### config.mk
export PLATFORM = sky130hd
export DESIGN_NAME = weighted_packet_scheduler_flat
export DESIGN_NICKNAME = d
export VERILOG_FILES = /design/src/rtl/weighted_packet_scheduler_if.sv /design/src/rtl/weighted_packet_scheduler.sv /design/src/flat_wrapper.sv
export SDC_FILE = /design/constraint.sdc
export NUM_CORES = 1
export LEC_CHECK = 0
export CAP_MARGIN = 25
export CORE_MARGIN = 10
export CORE_UTILIZATION = 32
export DETAILED_ROUTE_END_ITERATION = 10
export GPL_ROUTABILITY_DRIVEN = 1
export PLACE_DENSITY_LB_ADDON = 0.15
export SYNTH_ARGS = -nofsm -noshare
export SYNTH_HDL_FRONTEND = slang
export SYNTH_SLANG_ARGS = --single-unit
### constraint.sdc
create_clock -name clk -period 3.12 [get_ports clk]
set_clock_uncertainty 0.2 [all_clocks]
set_input_delay 0.624 -clock clk [delete_from_list [all_inputs] [get_ports clk]]
set_output_delay 0.624 -clock clk [all_outputs]
set_load 0.1 [all_outputs]
### src/rtl/weighted_packet_scheduler_if.sv
// Bundle of channel inputs, merged output stream, weight config and status
// for the weighted packet scheduler. master = traffic/config source,
// slave = scheduler.
`ifndef PKT_HEAD_WIDTH
`define PKT_HEAD_WIDTH 16
`endif
`ifndef PKT_DATA_WIDTH
`define PKT_DATA_WIDTH 32
`endif

interface weighted_packet_scheduler_if #(
    parameter int unsigned CHNL_NUM     = 4,
    parameter int unsigned WEIGHT_WIDTH = 4
);
    // requester channels
    logic [CHNL_NUM-1:0]                 i_chnl_valid;
    logic [CHNL_NUM*`PKT_HEAD_WIDTH-1:0] iv_chnl_head;
    logic [CHNL_NUM*`PKT_DATA_WIDTH-1:0] iv_chnl_data;
    logic [CHNL_NUM-1:0]                 i_chnl_start;
    logic [CHNL_NUM-1:0]                 i_chnl_last;
    logic [CHNL_NUM-1:0]                 o_chnl_ready;
    // merged stream
    logic                                o_out_valid;
    logic [`PKT_HEAD_WIDTH-1:0]          ov_out_head;
    logic [`PKT_DATA_WIDTH-1:0]          ov_out_data;
    logic                                o_out_start;
    logic                                o_out_last;
    logic                                i_out_ready;
    // weight configuration
    logic                                i_cfg_wr_en;
    logic [1:0]                          iv_cfg_chnl;
    logic [WEIGHT_WIDTH-1:0]             iv_cfg_weight;
    // status
    logic [1:0]                          ov_cur_chnl;
    logic                                o_busy;

    modport master (
        output i_chnl_valid, iv_chnl_head, iv_chnl_data, i_chnl_start, i_chnl_last,
        output i_out_ready, i_cfg_wr_en, iv_cfg_chnl, iv_cfg_weight,
        input  o_chnl_ready, o_out_valid, ov_out_head, ov_out_data, o_out_start,
        input  o_out_last, ov_cur_chnl, o_busy
    );

    modport slave (
        input  i_chnl_valid, iv_chnl_head, iv_chnl_data, i_chnl_start, i_chnl_last,
        input  i_out_ready, i_cfg_wr_en, iv_cfg_chnl, iv_cfg_weight,
        output o_chnl_ready, o_out_valid, ov_out_head, ov_out_data, o_out_start,
        output o_out_last, ov_cur_chnl, o_busy
    );
endinterface

### src/rtl/weighted_packet_scheduler.sv
// Packet-granular weighted round-robin scheduler: merges CHNL_NUM packet
// streams into one, granting each channel up to weight[n] packets per turn.
`ifndef PKT_HEAD_WIDTH
`define PKT_HEAD_WIDTH 16
`endif
`ifndef PKT_DATA_WIDTH
`define PKT_DATA_WIDTH 32
`endif

module weighted_packet_scheduler #(
    parameter int unsigned CHNL_NUM     = 4,
    parameter int unsigned WEIGHT_WIDTH = 4
) (
    input  logic                         clk,
    input  logic                         rst_n,
    weighted_packet_scheduler_if.slave   bus
);
    localparam int unsigned HW = `PKT_HEAD_WIDTH;
    localparam int unsigned DW = `PKT_DATA_WIDTH;

    typedef enum logic {IDLE, XFER} state_t;

    state_t                  state_q, state_d;
    logic [1:0]              ptr_q, ptr_d;
    logic [1:0]              gnt_q, gnt_d;
    logic [WEIGHT_WIDTH-1:0] burst_q, burst_d;
    logic                    turn_q, turn_d;
    logic [WEIGHT_WIDTH-1:0] weight_q [CHNL_NUM];
    logic [WEIGHT_WIDTH-1:0] weight_d [CHNL_NUM];

    logic [HW-1:0]           head_arr [CHNL_NUM];
    logic [DW-1:0]           data_arr [CHNL_NUM];
    logic                    keep;
    logic                    found;
    logic [1:0]              sel;
    logic [1:0]              cand;

    // Unpack the flat per-channel buses into indexable arrays
    always_comb begin
        for (int unsigned n = 0; n < CHNL_NUM; n++) begin
            head_arr[n] = bus.iv_chnl_head[n*HW +: HW];
            data_arr[n] = bus.iv_chnl_data[n*DW +: DW];
        end
    end

    // IDLE arbitration: stay on the pointer channel while its turn lasts,
    // otherwise search ptr+1 .. ptr+4 so a lone requester can re-win.
    // turn_q is clear only after reset, so the reset pointer (3) is never
    // "kept" and channel 0 is searched first.
    always_comb begin
        keep  = turn_q && bus.i_chnl_valid[ptr_q] && (weight_q[ptr_q] != '0) &&
                (burst_q < weight_q[ptr_q]);
        found = 1'b0;
        sel   = ptr_q;
        cand  = ptr_q;
        for (int unsigned k = 1; k <= CHNL_NUM; k++) begin
            cand = ptr_q + 2'(k);
            if (!found && bus.i_chnl_valid[cand] && (weight_q[cand] != '0)) begin
                found = 1'b1;
                sel   = cand;
            end
        end
    end

    // Next-state computation for FSM, pointer, burst counter and weights
    always_comb begin
        state_d  = state_q;
        ptr_d    = ptr_q;
        gnt_d    = gnt_q;
        burst_d  = burst_q;
        turn_d   = turn_q;
        weight_d = weight_q;
        if (bus.i_cfg_wr_en) begin
            weight_d[bus.iv_cfg_chnl] = bus.iv_cfg_weight;
        end
        case (state_q)
            IDLE: begin
                if (keep) begin
                    state_d = XFER;
                    gnt_d   = ptr_q;
                end else if (found) begin
                    state_d = XFER;
                    ptr_d   = sel;
                    gnt_d   = sel;
                    burst_d = '0;
                    turn_d  = 1'b1;
                end
            end
            XFER: begin
                if (bus.i_chnl_valid[gnt_q] && bus.i_chnl_last[gnt_q] && bus.i_out_ready) begin
                    state_d = IDLE;
                    if (burst_q != '1) begin
                        burst_d = burst_q + 1'b1;
                    end
                end
            end
            default: state_d = IDLE;
        endcase
    end

    // State registers with asynchronous active-low reset
    always_ff @(posedge clk or negedge rst_n) begin
        if (!rst_n) begin
            state_q <= IDLE;
            ptr_q   <= 2'd3;
            gnt_q   <= '0;
            burst_q <= '0;
            turn_q  <= 1'b0;
            for (int unsigned n = 0; n < CHNL_NUM; n++) begin
                weight_q[n] <= WEIGHT_WIDTH'(1);
            end
        end else begin
            state_q  <= state_d;
            ptr_q    <= ptr_d;
            gnt_q    <= gnt_d;
            burst_q  <= burst_d;
            turn_q   <= turn_d;
            weight_q <= weight_d;
        end
    end

    // Output mux: mirror the granted channel in XFER, all zero in IDLE
    always_comb begin
        bus.o_out_valid  = 1'b0;
        bus.ov_out_head  = '0;
        bus.ov_out_data  = '0;
        bus.o_out_start  = 1'b0;
        bus.o_out_last   = 1'b0;
        bus.o_chnl_ready = '0;
        bus.o_busy       = (state_q == XFER);
        bus.ov_cur_chnl  = gnt_q;
        if (state_q == XFER) begin
            bus.o_out_valid         = bus.i_chnl_valid[gnt_q];
            bus.ov_out_head         = head_arr[gnt_q];
            bus.ov_out_data         = data_arr[gnt_q];
            bus.o_out_start         = bus.i_chnl_start[gnt_q];
            bus.o_out_last          = bus.i_chnl_last[gnt_q];
            bus.o_chnl_ready[gnt_q] = bus.i_out_ready;
        end
    end
endmodule

### src/flat_wrapper.sv
// flat-port wrapper written by rule: the top's interface ports become plain ports
module weighted_packet_scheduler_flat 
#(
    parameter int unsigned CHNL_NUM     = 4,
    parameter int unsigned WEIGHT_WIDTH = 4
)
  (clk, rst_n, bus_i_chnl_valid, bus_iv_chnl_head, bus_iv_chnl_data, bus_i_chnl_start, bus_i_chnl_last, bus_i_out_ready, bus_i_cfg_wr_en, bus_iv_cfg_chnl, bus_iv_cfg_weight, bus_o_chnl_ready, bus_o_out_valid, bus_ov_out_head, bus_ov_out_data, bus_o_out_start, bus_o_out_last, bus_ov_cur_chnl, bus_o_busy);
  weighted_packet_scheduler_if #(.CHNL_NUM(CHNL_NUM), .WEIGHT_WIDTH(WEIGHT_WIDTH)) bus_i ();
  input  logic clk;
  input  logic rst_n;
  input wire logic [$bits(bus_i.i_chnl_valid)-1:0] bus_i_chnl_valid;
  input wire logic [$bits(bus_i.iv_chnl_head)-1:0] bus_iv_chnl_head;
  input wire logic [$bits(bus_i.iv_chnl_data)-1:0] bus_iv_chnl_data;
  input wire logic [$bits(bus_i.i_chnl_start)-1:0] bus_i_chnl_start;
  input wire logic [$bits(bus_i.i_chnl_last)-1:0] bus_i_chnl_last;
  input wire logic [$bits(bus_i.i_out_ready)-1:0] bus_i_out_ready;
  input wire logic [$bits(bus_i.i_cfg_wr_en)-1:0] bus_i_cfg_wr_en;
  input wire logic [$bits(bus_i.iv_cfg_chnl)-1:0] bus_iv_cfg_chnl;
  input wire logic [$bits(bus_i.iv_cfg_weight)-1:0] bus_iv_cfg_weight;
  output wire logic [$bits(bus_i.o_chnl_ready)-1:0] bus_o_chnl_ready;
  output wire logic [$bits(bus_i.o_out_valid)-1:0] bus_o_out_valid;
  output wire logic [$bits(bus_i.ov_out_head)-1:0] bus_ov_out_head;
  output wire logic [$bits(bus_i.ov_out_data)-1:0] bus_ov_out_data;
  output wire logic [$bits(bus_i.o_out_start)-1:0] bus_o_out_start;
  output wire logic [$bits(bus_i.o_out_last)-1:0] bus_o_out_last;
  output wire logic [$bits(bus_i.ov_cur_chnl)-1:0] bus_ov_cur_chnl;
  output wire logic [$bits(bus_i.o_busy)-1:0] bus_o_busy;
  assign bus_i.i_chnl_valid = bus_i_chnl_valid;
  assign bus_i.iv_chnl_head = bus_iv_chnl_head;
  assign bus_i.iv_chnl_data = bus_iv_chnl_data;
  assign bus_i.i_chnl_start = bus_i_chnl_start;
  assign bus_i.i_chnl_last = bus_i_chnl_last;
  assign bus_i.i_out_ready = bus_i_out_ready;
  assign bus_i.i_cfg_wr_en = bus_i_cfg_wr_en;
  assign bus_i.iv_cfg_chnl = bus_iv_cfg_chnl;
  assign bus_i.iv_cfg_weight = bus_iv_cfg_weight;
  assign bus_o_chnl_ready = bus_i.o_chnl_ready;
  assign bus_o_out_valid = bus_i.o_out_valid;
  assign bus_ov_out_head = bus_i.ov_out_head;
  assign bus_ov_out_data = bus_i.ov_out_data;
  assign bus_o_out_start = bus_i.o_out_start;
  assign bus_o_out_last = bus_i.o_out_last;
  assign bus_ov_cur_chnl = bus_i.ov_cur_chnl;
  assign bus_o_busy = bus_i.o_busy;
  weighted_packet_scheduler #(.CHNL_NUM(CHNL_NUM), .WEIGHT_WIDTH(WEIGHT_WIDTH)) u_core (.clk(clk), .rst_n(rst_n), .bus(bus_i));
endmodule
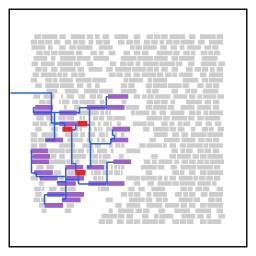
(run_1/clock_map.png)
Scale: 2 px per µm.
Key: red = cells driving clock nets [count 3]; purple = flip-flops [count 26]; blue = clock wires [length 311 µm]
There are 4 routed clock nets.

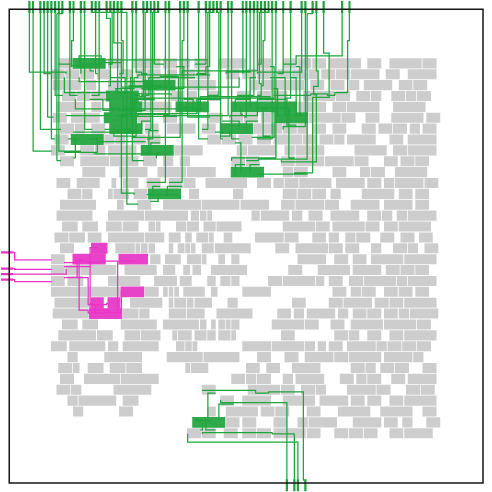
(run_1/port_nets.png)
Scale: 4 px per µm.
Key: magenta = bus_i_chnl_valid [bits 4, direction input, edge left, end cells 8, wire 164 µm]; green = bus_iv_chnl_head [bits 64, direction input, edge 60 top, 4 bottom, end cells 16, wire 2740 µm]
Buffers on Ports: 271
num ports: 272

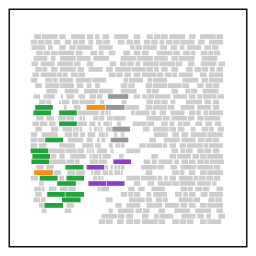
(run_1/registers.png)
Scale: 2 px per µm.
Key: green = u_core.weight_q [sequential cells 16]; orange = u_core.ptr_q [sequential cells 2]; purple = u_core.burst_q [sequential cells 4]
Seq/total area: 0.0987
post-route core utilization: 0.724
FF+latch area: 663 µm²

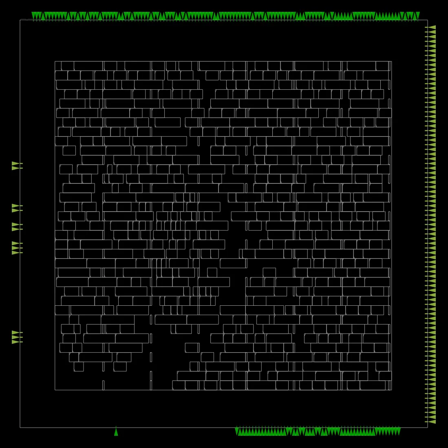
(run_1/final_placement.png)
core area: 0.00928 mm²
Tapcells: 129
Layout Cells excl Fill: 648

==> flow_summary.json, run 1 <==
{
  "status": "finished, final reports clean",
  "simple_gate_share": 0.159,
  "routabilityCongestion": 0.927,
  "cts_resized": 0,
  "rsz0062_at_grt": "false",
  "cp-startpoint": "u_core.bus.ov_cur_chnl[0]",
  "mux_area_frac": 0.479,
  "detail_route.wl_per_cell_um": 26.8,
  "reg2regPathDepth": 9,
  "critPathBufInv": 2,
  "cts_made_buffers": 3,
  "design_area_mm2": 0.00672,
  "finalWorstSetupSlack_ns": 0.124,
  "yosys.area_share.adder": 0.0163,
  "start_kind": "register",
  "crit_fanout": 23,
  "layout_min_cycle_time_ns": 3.00,
  "clkCellAreaFrac": 0.0106,
  "ys_types": 43,
  "antenna_found_initial": 0,
  "top_layer_used": "met4",
  "inverters": 10,
  "ant_nets": 0,
  "finalWirelength_mm": 17.4,
  "dr_wl_met2_mm": 9.48,
  "reg_top3": "u_core.weight_q (16), u_core.burst_q (4)",
  "required_ns": 2.30,
  "clock_buffers": 3,
  "num_rows": 35,
  "cts_setup_buffers": 0,
  "fp_util": 0.331,
  "groute.usage.overall": 0.242,
  "cpPeakStageDelay_ns": 0.70,
  "cts_root_buf": "clkbuf_8",
  "clock_latency_ns": 0.27,
  "die_w_um": 118,
  "largest_reg_flops": 16,
  "common_cells": "mux4_2, and2_1, dfrtp_1, mux2_2, clkbuf_1",
  "drive_above_1_share": 0.407,
  "cp_slowest_cell": "dfrtp_4",
  "ys_cells": 251,
  "grt_pass1_wl_mm": 25.8,
  "cp.arrival_ns": 2.17,
  "yosys-stat-area_mm2": 0.00308,
  "sh_comb_area": 0.354,
  "fin_tns_setup_ns": 0,
  "vias": 3481,
  "synth_top_cell_by_area": "mux4_2",
  "grt_max_degree": 52,
  "die_area_mm2": 0.0139,
  "placed_cells": 643,
  "yosys.area_share.aoi": 0.0752,
  "crit_cells": 4,
  "dieHeight_um": 118,
  "grt_use_met3": 0.0566,
  "hold_buffers": 0,
  "crit_chain": "buf_4 > mux4_2 > and2_2 > buf_12",
  "synth_nets": 469,
  "overflow": 0,
  "buffers": 284,
  "ys_seq_elements": 26,
  "nets": 737,
  "tool_warnings": 27,
  "busiest_layer": "met2",
  "path_class": "register to primary output",
  "area_growth_pct": 118,
  "ff_type": "dfrtp_1",
  "met1_length_mm": 6.56,
  "period_used_share": 0.960,
  "use_met1": 0.280,
  "ys_seq_share": 0.214,
  "dp_slack_ns": 0.250,
  "worstMarginPinSlew_ns": 0.918,
  "nFillCells": 670,
  "edf_count": 0,
  "path_clk_slew_ns": 0.09,
  "met2_usage": 0.447,
  "dp_hpwl_mm": 15.3,
  "rrSetupSlack_ns": 0.25,
  "yosysWarnings": 0,
  "drv_cap": 0,
  "synth.most_common_cell": "mux4_2",
  "seq_cells": 26,
  "layout_top_cells": "clkdlybuf4s50_1, buf_12, mux4_2",
  "slew_viol_final": 0,
  "slew_headroom": 0.380,
  "endpoint_kind": "primary output",
  "hold_path_depth": 1,
  "drt-vias-per-instance": 5.37,
  "fmax_mhz": 334,
  "drtIter0Drc": 237,
  "synth-async-reset-ratio": 1.00,
  "area_leaders": "mux4_2, dfrtp_1, and2_1",
  "diodes": 1,
  "comb_area_mm2": 0.00238,
  "grt_pass1_vias": 3625,
  "cts_sinks": 26,
  "cts_tree": "done",
  "syn_inst": 251,
  "topCombFamilyByArea": "multiplexers",
  "bufAreaShareNonClock": 0.506,
  "hp-start": "u_core.turn_q",
  "htree_levels": 1,
  "synth.cell_area_mm2": 0.00308,
  "endpoint": "bus_ov_out_data[12]",
  "rr_endpoint": "u_core.bus.ov_cur_chnl[0]",
  "crit_family": "flip-flops",
  "mostFrequentLayoutCell": "clkdlybuf4s50_1",
  "largest_cell_class": "buffers"
}
## Run 2: what changed since run 1
--- a/config.mk
+++ b/config.mk
@@ -5,12 +5,14 @@
 export SDC_FILE = /design/constraint.sdc
 export NUM_CORES = 1
 export LEC_CHECK = 0
+export ABC_AREA = 1
 export CAP_MARGIN = 25
 export CORE_MARGIN = 10
-export CORE_UTILIZATION = 32
+export CORE_UTILIZATION = 31
 export DETAILED_ROUTE_END_ITERATION = 10
 export GPL_ROUTABILITY_DRIVEN = 1
 export PLACE_DENSITY_LB_ADDON = 0.15
+export SKIP_LAST_GASP = 1
 export SYNTH_ARGS = -nofsm -noshare
 export SYNTH_HDL_FRONTEND = slang
 export SYNTH_SLANG_ARGS = --single-unit
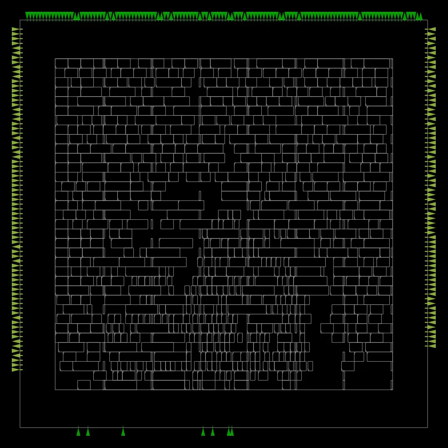
(run_2/final_placement.png)
Rows: 35
Seq cells: 26
post-route core utilization: 0.754
Layout Cells excl Fill: 843

==> run 2 against run 1 <==
  * First-iteration DRC count rose by 57%
  * Area after synthesis fell by 4.8%
  * Via count up 34%
  * Maximum frequency rose by 2.9%
  * Final cell count rose by 30%
  * Utilization increased by 3.0 points
==> flow_summary.json, run 2 <==
{
  "hp-start": "u_core.weight_q[7]",
  "drive_above_1_share": 0.213,
  "path_class": "register to primary output",
  "finalWorstSetupSlack_ns": 0.208,
  "ant_nets": 0,
  "vias": 4650,
  "cp.arrival_ns": 2.09,
  "topCombFamilyByArea": "AND-OR/OR-AND gates",
  "critPathBufInv": 4,
  "mostFrequentLayoutCell": "clkdlybuf4s50_1",
  "synth-async-reset-ratio": 1.00,
  "yosysWarnings": 0,
  "clkCellAreaFrac": 0.0102,
  "layout_min_cycle_time_ns": 2.91,
  "nWellTaps": 129,
  "layout_top_cells": "clkdlybuf4s50_1, nand2_1, a22oi_1",
  "routabilityCongestion": 0.875,
  "cts_sinks": 26,
  "dieHeight_um": 117,
  "finalWirelength_mm": 18.9,
  "ys_seq_share": 0.225,
  "slew_headroom": 0.478,
  "yosys.area_share.aoi": 0.403,
  "drv_cap": 0,
  "hold_buffers": 0,
  "edf_count": 0,
  "path_clk_slew_ns": 0.10,
  "core_area_mm2": 0.00924,
  "buffers": 283,
  "simple_gate_share": 0.266,
  "busiest_layer": "met2",
  "cpPeakStageDelay_ns": 0.52,
  "syn_inst": 455,
  "portBuffers": 271,
  "worstMarginPinSlew_ns": 0.780,
  "hold_violations": 0,
  "crit_cells": 7,
  "cts_made_buffers": 3,
  "endpoint_kind": "primary output",
  "ys_types": 31,
  "period_used_share": 0.933,
  "area_leaders": "a22oi_1, dfrtp_1, nand2_1",
  "ff_type": "dfrtp_1",
  "cts_root_buf": "clkbuf_8",
  "cts_setup_buffers": 0,
  "diodes": 2,
  "start_kind": "register",
  "fp_util": 0.317,
  "grt_use_met3": 0.0999,
  "bufAreaShareNonClock": 0.489,
  "grt_pass1_vias": 4768,
  "grt_max_degree": 51,
  "reg2regPathDepth": 10,
  "common_cells": "nand2_1, a22oi_1, a21oi_1, nor2_1",
  "cts_resized": 0,
  "crit_family": "buffers and inverters",
  "synth.cell_area_mm2": 0.00293,
  "tool_warnings": 26,
  "status": "finished, final reports clean",
  "synth.most_common_cell": "nand2_1",
  "rsz0062_at_grt": "false",
  "mux_area_frac": 0,
  "met1_length_mm": 6.44,
  "fmax_mhz": 343,
  "ys_seq_elements": 26,
  "cts_tree": "done",
  "clock_buffers": 3,
  "largest_cell_class": "buffers",
  "crit_fanout": 50,
  "cp-startpoint": "u_core.bus.ov_cur_chnl[1]",
  "groute.usage.overall": 0.256,
  "crit_chain": "inv_1 > nand2_1 > inv_1 > buf_12 > a22oi_1 > a21oi_4 > buf_12",
  "nFillCells": 679,
  "area_growth_pct": 138,
  "seq_area_frac": 0.0957,
  "synth_top_cell_by_area": "a22oi_1",
  "sh_comb_area": 0.365,
  "required_ns": 2.30,
  "inverters": 29,
  "fin_tns_setup_ns": 0,
  "met2_usage": 0.452,
  "clock_latency_ns": 0.27,
  "die_area_mm2": 0.0137,
  "yosys.area_share.adder": 0.0171,
  "placed_cells": 837,
  "drtIter0Drc": 373,
  "grt_pass1_wl_mm": 27.7,
  "drt-vias-per-instance": 5.52,
  "htree_levels": 1,
  "largest_reg_flops": 16,
  "reg_top3": "u_core.weight_q (16), u_core.burst_q (4)",
  "hold_path_depth": 2,
  "slew_viol_final": 0,
  "cp_slowest_cell": "dfrtp_4",
  "rr_endpoint": "u_core.turn_q",
  "rrSetupSlack_ns": 0.58,
  "dr_wl_met2_mm": 9.75,
  "ys_cells": 455,
  "design_area_mm2": 0.00697,
  "pin_count": 272,
  "use_met1": 0.276,
  "overflow": 0,
  "detail_route.wl_per_cell_um": 22.4,
  "comb_area_mm2": 0.00254,
  "die_w_um": 117,
  "dp_slack_ns": 0.320,
  "yosys-stat-area_mm2": 0.00293,
  "dp_hpwl_mm": 16.0,
  "top_layer_used": "met4",
  "antenna_found_initial": 1,
  "seq_area_um2": 667
}
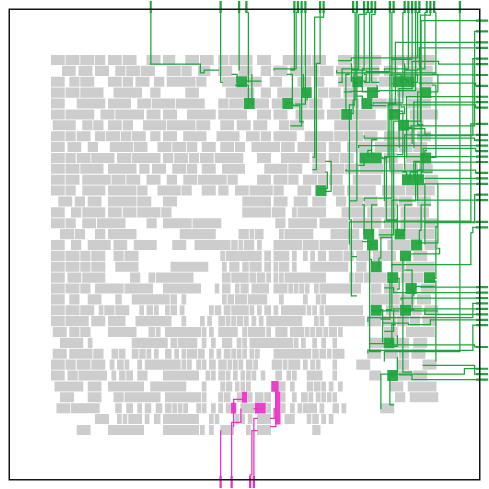
(run_2/port_nets.png)
Scale: 4 px per µm.
Key: green = bus_iv_chnl_head [bits 64, direction input, edge 37 right, 27 top, end cells 32, wire 2580 µm]; magenta = bus_i_chnl_valid [bits 4, direction input, edge bottom, end cells 8, wire 87.9 µm]

